placed.png
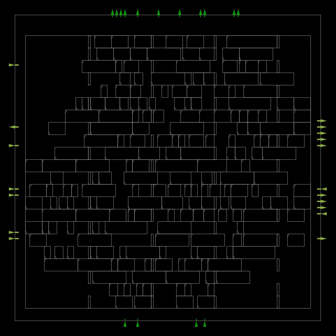
util_map.png
7 x 7 tiles, from white (low) to dark blue (high), 0 to 100% covered.
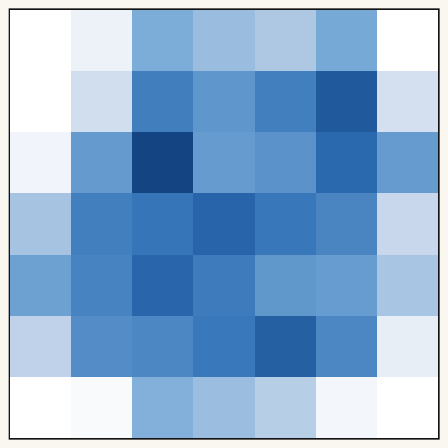
sizing.png
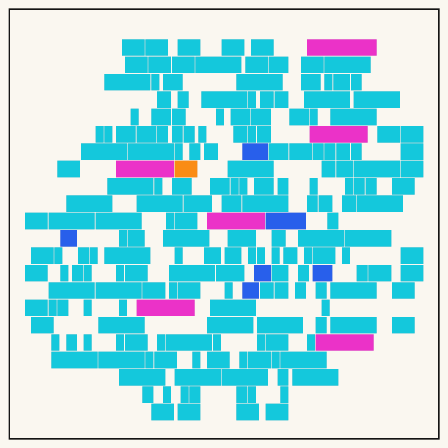
closeup.png
Window x 40 to 60, y 40 to 60 um. Cells in grey, sequential cells in the stronger grey; small squares are vias.
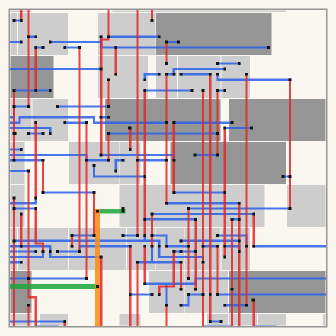
`src/rtl/ss_serializer_if.sv`:
```
// Load-side handshake and serial output bundle of ss_serializer.
// The serializer connects through the slave modport and the word producer through master.
interface ss_serializer_if #(
  parameter int WIDTH = 8,
  parameter int CNT_W = 16
);
  logic [WIDTH-1:0] load_data;
  logic             load_valid;
  logic             load_ready;
  logic             enable;
  logic             ser_out;
  logic             ser_valid;
  logic             word_done;
  logic [CNT_W-1:0] word_count;
  logic             idle;

  modport master (
    output load_data, load_valid, enable,
    input  load_ready, ser_out, ser_valid, word_done, word_count, idle
  );

  modport slave (
    input  load_data, load_valid, enable,
    output load_ready, ser_out, ser_valid, word_done, word_count, idle
  );
endinterface

```
`src/rtl/ss_serializer.sv`:
```
// Parallel-to-serial bit source feeding the sequence detector.
// A one-word hold register lets the next word load while the current one shifts.
module ss_serializer #(
  parameter int WIDTH     = 8,
  parameter int MSB_FIRST = 1,
  parameter int CNT_W     = 16
) (
  input  logic           clock,
  input  logic           reset,
  ss_serializer_if.slave bus
);
  localparam int            BW       = (WIDTH > 1) ? $clog2(WIDTH) : 1;
  localparam logic [BW-1:0] LAST_BIT = BW'(WIDTH - 1);

  typedef enum logic [0:0] {
    ST_IDLE  = 1'b0,
    ST_SHIFT = 1'b1
  } state_e;

  state_e           state_q, state_d;
  logic [WIDTH-1:0] shift_q, shift_d;
  logic [WIDTH-1:0] hold_q, hold_d;
  logic             hold_full_q, hold_full_d;
  logic [BW-1:0]    bit_cnt_q, bit_cnt_d;
  logic [CNT_W-1:0] word_count_q, word_count_d;
  logic             ser_out_q, ser_out_d;
  logic             ser_valid_q, ser_valid_d;
  logic             word_done_q, word_done_d;
  logic             idle_q, idle_d;
  logic             accept_s;
  logic             take_hold_s;
  logic             last_bit_s;

  function automatic logic first_bit(input logic [WIDTH-1:0] w);
    return (MSB_FIRST != 0) ? w[WIDTH-1] : w[0];
  endfunction

  function automatic logic [WIDTH-1:0] advance(input logic [WIDTH-1:0] w);
    return (MSB_FIRST != 0) ? {w[WIDTH-2:0], 1'b0} : {1'b0, w[WIDTH-1:1]};
  endfunction

  // No same-edge pass-through: a hold emptied at an edge only frees the slot after it.
  assign bus.load_ready = !reset && !hold_full_q;
  assign accept_s       = bus.load_valid && bus.load_ready;

  // State and output registers.
  always_ff @(posedge clock) begin
    if (reset) begin
      state_q      <= ST_IDLE;
      shift_q      <= '0;
      hold_q       <= '0;
      hold_full_q  <= 1'b0;
      bit_cnt_q    <= '0;
      word_count_q <= '0;
      ser_out_q    <= 1'b0;
      ser_valid_q  <= 1'b0;
      word_done_q  <= 1'b0;
      idle_q       <= 1'b1;
    end else begin
      state_q      <= state_d;
      shift_q      <= shift_d;
      hold_q       <= hold_d;
      hold_full_q  <= hold_full_d;
      bit_cnt_q    <= bit_cnt_d;
      word_count_q <= word_count_d;
      ser_out_q    <= ser_out_d;
      ser_valid_q  <= ser_valid_d;
      word_done_q  <= word_done_d;
      idle_q       <= idle_d;
    end
  end

  // Next-state logic: hold-to-shifter transfers, bit stepping and word completion.
  always_comb begin
    state_d      = state_q;
    shift_d      = shift_q;
    bit_cnt_d    = bit_cnt_q;
    word_count_d = word_count_q;
    word_done_d  = 1'b0;
    take_hold_s  = 1'b0;
    last_bit_s   = (bit_cnt_q == LAST_BIT);
    case (state_q)
      ST_IDLE: begin
        if (hold_full_q) begin
          take_hold_s = 1'b1;
          shift_d     = hold_q;
          bit_cnt_d   = '0;
          state_d     = ST_SHIFT;
        end else begin
          state_d = ST_IDLE;
        end
      end
      ST_SHIFT: begin
        if (bus.enable && !last_bit_s) begin
          shift_d   = advance(shift_q);
          bit_cnt_d = bit_cnt_q + BW'(1);
        end else if (bus.enable) begin
          word_done_d  = 1'b1;
          word_count_d = word_count_q + CNT_W'(1);
          if (hold_full_q) begin
            take_hold_s = 1'b1;
            shift_d     = hold_q;
            bit_cnt_d   = '0;
          end else begin
            state_d = ST_IDLE;
          end
        end else begin
          state_d = ST_SHIFT;
        end
      end
      default: begin
        state_d = ST_IDLE;
      end
    endcase
    hold_full_d = accept_s ? 1'b1 : (take_hold_s ? 1'b0 : hold_full_q);
    hold_d      = accept_s ? bus.load_data : hold_q;
  end

  // Output logic: outputs are derived from next state so they register alongside it.
  always_comb begin
    ser_valid_d = (state_d == ST_SHIFT);
    ser_out_d   = ser_valid_d ? first_bit(shift_d) : 1'b0;
    idle_d      = (state_d == ST_IDLE) && !hold_full_d;
  end

  assign bus.ser_out    = ser_out_q;
  assign bus.ser_valid  = ser_valid_q;
  assign bus.word_done  = word_done_q;
  assign bus.word_count = word_count_q;
  assign bus.idle       = idle_q;
endmodule
```
`src/flat_wrapper.sv`:
```
// flat-port wrapper written by rule: the top's interface ports become plain ports
module ss_serializer_flat 
#(
  parameter int WIDTH     = 8,
  parameter int MSB_FIRST = 1,
  parameter int CNT_W     = 16
)
  (clock, reset, bus_load_data, bus_load_valid, bus_enable, bus_load_ready, bus_ser_out, bus_ser_valid, bus_word_done, bus_word_count, bus_idle);
  ss_serializer_if #(.WIDTH(WIDTH), .CNT_W(CNT_W)) bus_i ();
  input  logic clock;
  input  logic reset;
  input wire logic [$bits(bus_i.load_data)-1:0] bus_load_data;
  input wire logic [$bits(bus_i.load_valid)-1:0] bus_load_valid;
  input wire logic [$bits(bus_i.enable)-1:0] bus_enable;
  output wire logic [$bits(bus_i.load_ready)-1:0] bus_load_ready;
  output wire logic [$bits(bus_i.ser_out)-1:0] bus_ser_out;
  output wire logic [$bits(bus_i.ser_valid)-1:0] bus_ser_valid;
  output wire logic [$bits(bus_i.word_done)-1:0] bus_word_done;
  output wire logic [$bits(bus_i.word_count)-1:0] bus_word_count;
  output wire logic [$bits(bus_i.idle)-1:0] bus_idle;
  assign bus_i.load_data = bus_load_data;
  assign bus_i.load_valid = bus_load_valid;
  assign bus_i.enable = bus_enable;
  assign bus_load_ready = bus_i.load_ready;
  assign bus_ser_out = bus_i.ser_out;
  assign bus_ser_valid = bus_i.ser_valid;
  assign bus_word_done = bus_i.word_done;
  assign bus_word_count = bus_i.word_count;
  assign bus_idle = bus_i.idle;
  ss_serializer #(.WIDTH(WIDTH), .MSB_FIRST(MSB_FIRST), .CNT_W(CNT_W)) u_core (.clock(clock), .reset(reset), .bus(bus_i));
endmodule
```
`config.mk`:
```
export PLATFORM = sky130hd
export DESIGN_NAME = ss_serializer_flat
export DESIGN_NICKNAME = d
export VERILOG_FILES = /design/src/rtl/ss_serializer_if.sv /design/src/rtl/ss_serializer.sv /design/src/flat_wrapper.sv
export SDC_FILE = /design/constraint.sdc
export NUM_CORES = 1
export LEC_CHECK = 0
export CAP_MARGIN = 20
export CORE_MARGIN = 2
export CORE_UTILIZATION = 40
export CTS_BUF_LIST = sky130_fd_sc_hd__clkbuf_16
export DETAILED_ROUTE_END_ITERATION = 6
export HOLD_SLACK_MARGIN = 0.08
export PLACE_DENSITY_LB_ADDON = 0.3
export SLEW_MARGIN = 20
export SYNTH_ARGS = -nofsm -noshare
export SYNTH_HDL_FRONTEND = slang
export SYNTH_SLANG_ARGS = --single-unit
export TNS_END_PERCENT = 100
```
`constraint.sdc`:
```
create_clock -name clock -period 2.5 [get_ports clock]
set_input_delay 0.375 -clock clock [delete_from_list [all_inputs] [get_ports clock]]
set_output_delay 0.375 -clock clock [all_outputs]
set_load 0.005 [all_outputs]
```
==> qor.yml <==
status:
  status: "finished clean"
job:
  tool_warnings: 26
  drv_cap: 0
worst_setup_path:
  rrSetupSlack_ps: 420
  critPathCaptureType: "flip-flop"
  path_max_fanout: 9
  crit_chain: "ha_1, ha_1, nand3_4, or3_4, or4_1, a21oi_1"
  rr_worst_depth: 6
drt:
  dr.max_layer_used: "met4"
  drt-wirelength-per-cell_um: 12.2
  drcViolationCount: 0
  wl_met1_mm: 1.52
  dr_wl_met3_um: 196
  wl_mm: 3.13
  antenna_left: 0
placement:
  portBuffers: 32
  gp_congestion: 0.731
  placed_area_sq_um: 1950
  dp_hpwl_mm: 2.05
clocking:
  hold_buffers: 0
  tritoncts: "done"
  clock_path_buffers: 2
  root_buffer: "clkbuf_16"
  cts_buffers: 5
  h-tree-depth: 2
  clk_pin_slew_ps: 60
global_routing:
  grtUsageTotal: 0.162
  grt_pass1_wl_mm: 5.38
  antenna_found_initial: 0
  grt_max_degree: 40
cells_and_area:
  num-nets-final: 223
  final_area_sq_um: 2120
  area_growth_pct: 33.1
  drive_gt1_frac: 0.0622
die:
  io_pins: 33
  dieArea_sq_um: 4500
  dieWidth_um: 67.1
  initial_utilization: 0.425
synthesis:
  ys_area_sq_um: 1590
  synthCells: 176
  syn_area_sq_um: 1590
  synth_area_per_cell_sq_um: 9.04
  synth_cell_types: 33
  edf_count: 0
  async_reset_ff_frac: 0
  ys.flops: 40
  ys_cells: 176
  syn_nets: 191
  ys.flop_type: "dfxtp_1"
sta:
  fin_tns_setup_ps: 0
  setup_viol_count_final: 0
  post-route-period-util: 0.832
  fin_skew_ps: 3.28
  drv_slew: 0
  relSlewSlack: 0.436
  rsz0062_at_grt: "no"
  clock.fmax_mhz: 481
  tightest_slew_ps: 846
  fin_crit_ps: 2080
  hold-worst-slack_ps: 458
pwr:
  swShare: 0.202
  internal-power_mw: 1.16
  p_clk_frac: 0.487
Notes on placed.png above:
Core ar.: 3740 sq um
flop count: 40
tap cell count: 48
Layout Utilization: 0.566
row cnt: 22

Notes on util_map.png above:
fullest tile: 92%
tiles over 75% full: 12%
mean over tiles: 46%
densest ninth of the die: middle
nearly empty tiles: 10%

Notes on sizing.png above:
[x2] orange | cells: 1 | share: 0.48%
[x6 and larger] magenta | cells: 6 | share: 2.9%
[x1 and smaller] cyan | cells: 196 | share: 94%
[x3 and x4] blue | cells: 6 | share: 2.9%

Notes on closeup.png above:
[M1] blue
[M4] orange
[M3] green
[M2] red
netlist names of flops here include: u_core.bus.word_count (5)
sequential cells in the window: 5
most frequent: dfxtp_1 (5), clkdlybuf4s50_1 (3)
cells with their middle in the window: 25

==> cell usage in the layout (no fill, tap or decap), types with 2 or more instances in the layout <==
master and n:
nand4_1 4, buf_4 3, nand2_1 21, and3_1 2, a22oi_1 3, clkdlybuf4s50_1 32
mux2i_1 2, dfxtp_1 40, ha_1 3, a222oi_1 7, o21ai_0 4, a21oi_1 16
nand3_1 5, xor2_1 6, nor3_1 2, nor2b_1 2, and4_1 3, xnor2_1 4
nor2_1 26, clkbuf_16 5, or3_1 4, inv_1 2
==> synth_stat cells (all sizes together) (4+ instances only) <==
master   n  area, sq um
nand2   21         78.8
xnor2    4         35.0
a222oi   7         70.1
xor2     6         52.6
dfxtp   40          801
nor2    26         97.6
clkbuf   8         31.3
nand4    4         25.0
a21oi   16         80.1
or3      5         36.3
nand3    7         52.6
o21ai    4         20.0
==> worst paths after layout <==
kind	end	from
max	u_core.bus.word_count[15]	u_core.bit_cnt_q[0]
min	u_core.hold_q[6]	u_core.hold_q[6]
max reg2reg	u_core.bus.word_count[15]	u_core.bit_cnt_q[0]
min reg2reg	u_core.hold_q[6]	u_core.hold_q[6]
==> logic make-up after synthesis <==
logic type	Yosys count	synth area share
xor gates and xnor gates	10	0.0550
and+or+nand+nor	76	0.239
DFF	40	0.503
buffers and inverters	12	0.0322
adders and majority gates	3	0.0236
muxes	2	0.0126
AOI/OAI and AO/OA	33	0.134
==> per-layer routing <==
metal | global-route usage | up-vias
met5 | 0 | -
met4 | 0.0612 | 0
met3 | 0.0659 | 6
met2 | 0.248 | 41
met1 | 0.203 | 608
li1 | - | 689
==> worst max-delay path: cells and delay by family (launching register included) <==
family	cells	cell delay [ps]
AND/OR/NAND/NOR	3	1100
flip-flops	1	350
AND-OR/OR-AND	1	150
adder cells (fa/ha/maj)	2	420
==> registers in the layout (all words and copies together) (netlist names) <==
register / cells
u_core.bit_cnt_q: 3
u_core.bus.idle: 1
u_core.bus.ser_out: 1
u_core.bus.word_count: 16
u_core.bus.word_done: 1
u_core.hold_full_q: 1
u_core.hold_q: 8
u_core.shift_q: 8
u_core.state_q: 1
==> area by class of cell <==
class | count | area, sq um
Clock buffer | 5 | 125
Clock inverter | 3 | 42.5
Fill cell | 352 | 1630
Inverter | 2 | 7.51
Multi-Input combinational cell | 124 | 739
Sequential cell | 40 | 801
Tap cell | 48 | 60.1
Timing Repair Buffer | 35 | 343
==> through the flow <==
stage / std cells / utilization / worst slack, ps / total power [mW]
3_5_place_dp: 249 / 0.521 / 233 / 0.760
2_1_floorplan: 176 / - / 579 / 0.721
5_1_grt: 257 / 0.566 / 196 / 1.52
6_report: 257 / 0.566 / 419 / 1.45
3_3_place_gp: 249 / 0.521 / 288 / 0.759
4_1_cts: 257 / 0.566 / 395 / 1.47
==> power groups by stage <==
stage	registers (mW)	clock network, mW	logic, mW
after floorplan	0.674	0	0.0476
after global placement	0.677	0	0.0814
after detailed placement	0.678	0	0.0822
after CTS	0.664	0.726	0.0827
after global routing	0.665	0.758	0.0937
final	0.664	0.709	0.0821
Power figures rest on the tool's default switching activity, not on a simulated workload.
